layer_met4.png
(2 px per micron)
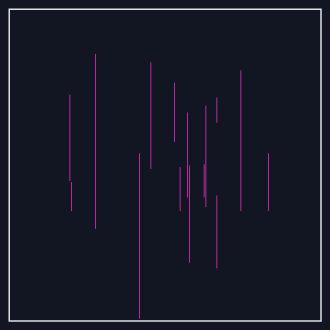
clk_routes.png
(4 px per micron)
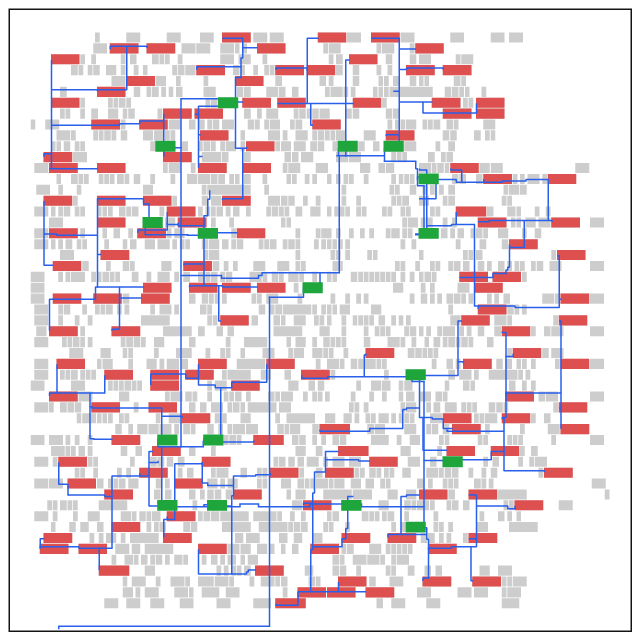
congestion.png
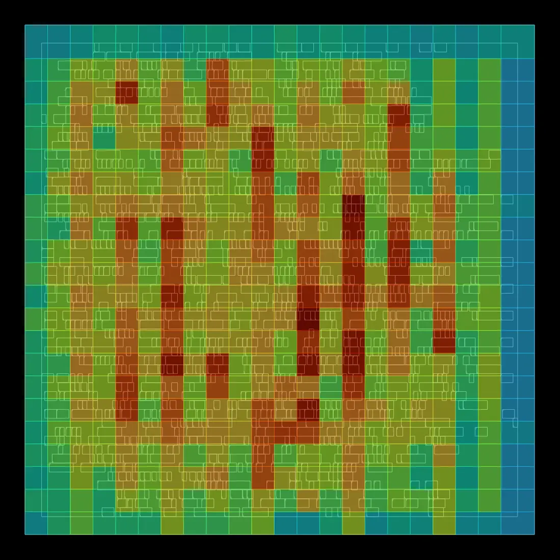
power_grid.png
(3 px per micron) Pins as bars on the die edge.
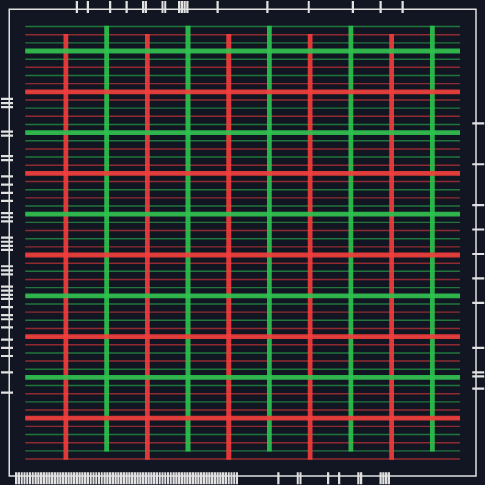
`src/rtl/axi_lite_timer.sv`:
```
// AXI4-Lite timer/compare peripheral: COUNT/COMPARE with MATCH/OVF flags and IRQ.
// Define AXI_TIMER_PRESCALER_EN to add an 8-bit prescaler in CTRL[15:8].
module axi_lite_timer #(
   parameter int          AXI_DWIDTH    = 32,
   parameter int          AXI_AWIDTH    = 32,
   parameter logic [31:0] RESET_COMPARE = 32'hFFFFFFFF
) (
   input  logic                  ACLK,
   input  logic                  ARESETN,
   input  logic [AXI_AWIDTH-1:0] S_AWADDR,
   input  logic [2:0]            S_AWPROT,
   input  logic                  S_AWVALID,
   output logic                  S_AWREADY,
   input  logic [AXI_DWIDTH-1:0] S_WDATA,
   input  logic [3:0]            S_WSTRB,
   input  logic                  S_WVALID,
   output logic                  S_WREADY,
   output logic [1:0]            S_BRESP,
   output logic                  S_BVALID,
   input  logic                  S_BREADY,
   input  logic [AXI_AWIDTH-1:0] S_ARADDR,
   input  logic [2:0]            S_ARPROT,
   input  logic                  S_ARVALID,
   output logic                  S_ARREADY,
   output logic [AXI_DWIDTH-1:0] S_RDATA,
   output logic [1:0]            S_RRESP,
   output logic                  S_RVALID,
   input  logic                  S_RREADY,
   output logic                  IRQ
);

   logic        aw_full, w_full, bvalid, rvalid, irq;
   logic [1:0]  aw_idx;
   logic [31:0] w_data, rdata;
   logic [3:0]  w_strb;
   logic        en, arl, ie, match, ovf;
   logic [31:0] count, compare;
   logic [31:0] ctrl_rd, rd_val, count_n;
   logic        aw_hs, w_hs, ar_hs, wr, tick, hit;
   logic        wr_ctrl, wr_count, wr_cmp, wr_stat;
   logic        set_m, set_o;
   logic [1:0]  wa, clr;
   logic [31:0] wd, mask;
   logic [3:0]  ws;

   function automatic logic [31:0] merge(input logic [31:0] old,
                                         input logic [31:0] nw,
                                         input logic [31:0] m);
      return (old & ~m) | (nw & m);
   endfunction

   assign S_AWREADY = !aw_full && !bvalid;
   assign S_WREADY  = !w_full && !bvalid;
   assign S_ARREADY = !rvalid;
   assign S_BVALID  = bvalid;
   assign S_RVALID  = rvalid;
   assign S_RDATA   = rdata;
   assign S_BRESP   = 2'b00;
   assign S_RRESP   = 2'b00;
   assign IRQ       = irq;

   assign aw_hs = S_AWVALID && S_AWREADY;
   assign w_hs  = S_WVALID && S_WREADY;
   assign ar_hs = S_ARVALID && S_ARREADY;
   assign wr    = (aw_full || aw_hs) && (w_full || w_hs);

   // A latched beat takes precedence over the bus side of the same channel
   assign wa   = aw_full ? aw_idx : S_AWADDR[3:2];
   assign wd   = w_full ? w_data : S_WDATA;
   assign ws   = w_full ? w_strb : S_WSTRB;
   assign mask = {{8{ws[3]}}, {8{ws[2]}}, {8{ws[1]}}, {8{ws[0]}}};

   assign wr_ctrl  = wr && (wa == 2'd0);
   assign wr_count = wr && (wa == 2'd1);
   assign wr_cmp   = wr && (wa == 2'd2);
   assign wr_stat  = wr && (wa == 2'd3);
   assign clr      = wr_stat ? (wd[1:0] & {2{ws[0]}}) : 2'b00;

`ifdef AXI_TIMER_PRESCALER_EN
   logic [7:0] presc, psc;
   assign tick    = en && (psc == presc);
   assign ctrl_rd = {16'd0, presc, 5'd0, ie, arl, en};
`else
   assign tick    = en;
   assign ctrl_rd = {29'd0, ie, arl, en};
`endif

   always_comb begin
      rd_val = 32'd0;
      case (S_ARADDR[3:2])
         2'd0:    rd_val = ctrl_rd;
         2'd1:    rd_val = count;
         2'd2:    rd_val = compare;
         default: rd_val = {30'd0, ovf, match};
      endcase
   end

   assign hit = (count == compare);

   always_comb begin
      count_n = count;
      set_m   = 1'b0;
      set_o   = 1'b0;
      if (tick) begin
         set_m = hit;
         if (hit && arl) begin
            count_n = 32'd0;
         end else begin
            count_n = count + 32'd1;
            set_o   = !hit && (count == 32'hFFFFFFFF);
         end
      end
      if (wr_count) count_n = merge(count, wd, mask);
   end

   always_ff @(posedge ACLK) begin
      if (!ARESETN) begin
         aw_full <= 1'b0;
         aw_idx  <= 2'd0;
         w_full  <= 1'b0;
         w_data  <= 32'd0;
         w_strb  <= 4'd0;
         bvalid  <= 1'b0;
         rvalid  <= 1'b0;
         rdata   <= 32'd0;
         en      <= 1'b0;
         arl     <= 1'b0;
         ie      <= 1'b0;
         count   <= 32'd0;
         compare <= RESET_COMPARE;
         match   <= 1'b0;
         ovf     <= 1'b0;
         irq     <= 1'b0;
`ifdef AXI_TIMER_PRESCALER_EN
         presc   <= 8'd0;
         psc     <= 8'd0;
`endif
      end else begin
         if (wr) begin
            aw_full <= 1'b0;
         end else if (aw_hs) begin
            aw_full <= 1'b1;
            aw_idx  <= S_AWADDR[3:2];
         end
         if (wr) begin
            w_full <= 1'b0;
         end else if (w_hs) begin
            w_full <= 1'b1;
            w_data <= S_WDATA;
            w_strb <= S_WSTRB;
         end
         if (wr)            bvalid <= 1'b1;
         else if (S_BREADY) bvalid <= 1'b0;
         if (ar_hs) begin
            rvalid <= 1'b1;
            rdata  <= rd_val;
         end else if (S_RREADY) begin
            rvalid <= 1'b0;
         end
         if (wr_ctrl && ws[0]) begin
            en  <= wd[0];
            arl <= wd[1];
            ie  <= wd[2];
         end
`ifdef AXI_TIMER_PRESCALER_EN
         if (wr_ctrl && ws[1]) presc <= wd[15:8];
         if (wr_ctrl)          psc <= 8'd0;
         else if (en)          psc <= tick ? 8'd0 : psc + 8'd1;
`endif
         if (wr_cmp) compare <= merge(compare, wd, mask);
         count <= count_n;
         match <= (match && !clr[0]) || set_m;
         ovf   <= (ovf && !clr[1]) || set_o;
         irq   <= match && ie;
      end
   end

   logic unused;
   assign unused = ^{S_AWPROT, S_ARPROT,
                     S_AWADDR[AXI_AWIDTH-1:4], S_AWADDR[1:0],
                     S_ARADDR[AXI_AWIDTH-1:4], S_ARADDR[1:0]};

endmodule

```
`config.mk`:
```
export PLATFORM = sky130hd
export DESIGN_NAME = axi_lite_timer
export DESIGN_NICKNAME = d
export VERILOG_FILES = /design/src/rtl/axi_lite_timer.sv
export SDC_FILE = /design/constraint.sdc
export NUM_CORES = 1
export LEC_CHECK = 0
export ABC_AREA = 1
export CAP_MARGIN = 10
export CELL_PAD_IN_SITES_DETAIL_PLACEMENT = 0
export CELL_PAD_IN_SITES_GLOBAL_PLACEMENT = 1
export CORE_MARGIN = 5
export CORE_UTILIZATION = 38
export CTS_BUF_LIST = sky130_fd_sc_hd__clkbuf_4 sky130_fd_sc_hd__clkbuf_8
export CTS_CLUSTER_SIZE = 25
export DETAILED_ROUTE_END_ITERATION = 12
export PLACE_DENSITY_LB_ADDON = 0.3
export SKIP_CTS_REPAIR_TIMING = 1
export SLEW_MARGIN = 40
export SYNTH_ARGS = -nofsm -noshare
export SYNTH_HDL_FRONTEND = slang
export SYNTH_SLANG_ARGS = --single-unit
```
`constraint.sdc`:
```
create_clock -name ACLK -period 1.93 [get_ports ACLK]
set_input_delay 0.193 -clock ACLK [delete_from_list [all_inputs] [get_ports ACLK]]
set_output_delay 0.193 -clock ACLK [all_outputs]
set_load 0.05 [all_outputs]
```
==> impl_metrics.csv <==
group,metric,value,unit
synthesis,ys_top_cells_by_count,"nand2_1 (306), nor2_1 (185), inv_1 (150), dfxtp_1 (144), o21ai_0 (110)",
placement,globalplace.congestion,0.946,
final_timing,tns,0,ns
critical_path,critPathMaxStageDelay,0.82,ns
synthesis,ys_cells,1243,
route,met1_length,12.6,mm
critical_path,reg2reg_depth,11,
hold_path,min_path_cells,2,
final_layout,seq_share,28.7,%
grt,grt_max_degree,58,
synthesis,top_area_cell,"dfxtp_1",
final_timing,hold_violations,0,
critical_path,worstPathRequired,1.74,ns
final_timing,period_used_share,96.1,%
route,drc,0,
critical_path,worst-path-buf-inv,1,
die,taps,275,
final_layout,signal_buffer_area_fraction,16.1,%
clocking,cts.path.max_buffers,2,
grt,grt-busiest-layer,"met2",
synthesis,synth_area,0.00800,sq mm
grt,grt_pass1_vias,7759,
critical_path,start_kind,"flop",
die,rows,53,
final_layout,layout_top_cells,"nand2_1 (306), nor2_1 (182), inv_1 (149)",
route,firstDrtPassIters,5,
final_timing,finalCriticalPeriod,1.86,ns
placement,io_buffers,84,
critical_path,regToRegSetupSlack,0.10,ns
grt,met2_usage,32.6,%
final_layout,nClkBuffers,19,
run_status,status,"finished clean",
critical_path,end_kind,"output pin",
job,warnings,92,
final_timing,fmax,0.539,GHz
synthesis,enable_flop_cells,0,
final_layout,n_antenna_cell,0,
final_layout,inverters,158,
Notes on layer_met4.png above:
12 nets have wire on it. The longest straight run is 87.0 microns. The wires run mostly vertical. The layer holds 2.5% of the routed length.
final wirelength: 25.4 mm
vias post-DR: 8068

Notes on clk_routes.png above:
Green is clock drivers, count 17. Blue is clock wires, length 2130 microns. Red is flip-flops, count 144.
There are 18 routed clock nets.

Notes on congestion.png above:
GRT Util Overall: 21.5%
grt met3 use: 3.81%
routing usage on met1: 30.9%
Final Core Density: 48.3%

Notes on power_grid.png above:
Green is VDD. Red is VSS.
10 straps on met5. 155 signal pins sit on the boundary. 54 met1 rails follow the rows. 10 straps on met4. The core has 53 rows.
peak supply drop: 0.419 mV
core area: 0.0209 sq mm
vertical die size: 155 microns
Die Span X: 155 microns

-- cells by family (layout without fill, tap and decap cells) --
group / after synthesis / count (layout) / synth area share [%]
simple gates: 560 / 560 / 28.3
other cells: 1 / 4 / 0.0469
buf+inv: 224 / 354 / 11.5
mux: 1 / 1 / 0.125
compound gates: 277 / 278 / 20.0
flops: 144 / 144 / 36.0
fa+ha+maj: 1 / 1 / 0.156
xor+xnor: 35 / 35 / 3.83
-- worst max path at each step --
stage / startpoint / end / slack (ns) / depth (start not counted)
after CTS: aw_full / S_AWREADY / -0.05 / 2
after floorplan: S_BVALID / flop / 0.009 / 11
after global placement: S_WVALID / flop / -0.02 / 9
after detailed placement: S_WVALID / flop / -0.07 / 10
after global routing: flop / flop / -0.01 / 11
final: S_RDATA[10] / S_RDATA[10] / 0.07 / 1
-- report_power, final --
part / total [W] / internal (W) / switching [W]
combinational: 0.00221 / 0.000835 / 0.00137
sequential: 0.00345 / 0.00325 / 0.000203
clock: 0.00248 / 0.00121 / 0.00127
total: 0.00814 / 0.00530 / 0.00284
-- through the flow --
| step | cell area, sq um | power [W] | setup slack [ns] | hold slack [ns] | instances |
|---|---|---|---|---|---|
| 4_1_cts | 10000 | 0.00817 | -0.0536 | 0.0324 | 1650 |
| 5_1_grt | 10100 | 0.00863 | -0.0116 | 0.0441 | 1652 |
| 3_3_place_gp | 9640 | 0.00568 | -0.0205 | 0.453 | 1619 |
| 2_1_floorplan | 8020 | 0.00488 | 0.00868 | 0.328 | 1246 |
| 6_report | 10100 | 0.00814 | 0.0744 | 0.0580 | 1652 |
| 3_5_place_dp | 9640 | 0.00570 | -0.0748 | 0.461 | 1619 |
No activity file was given, so power comes from the tool's default toggle rates.
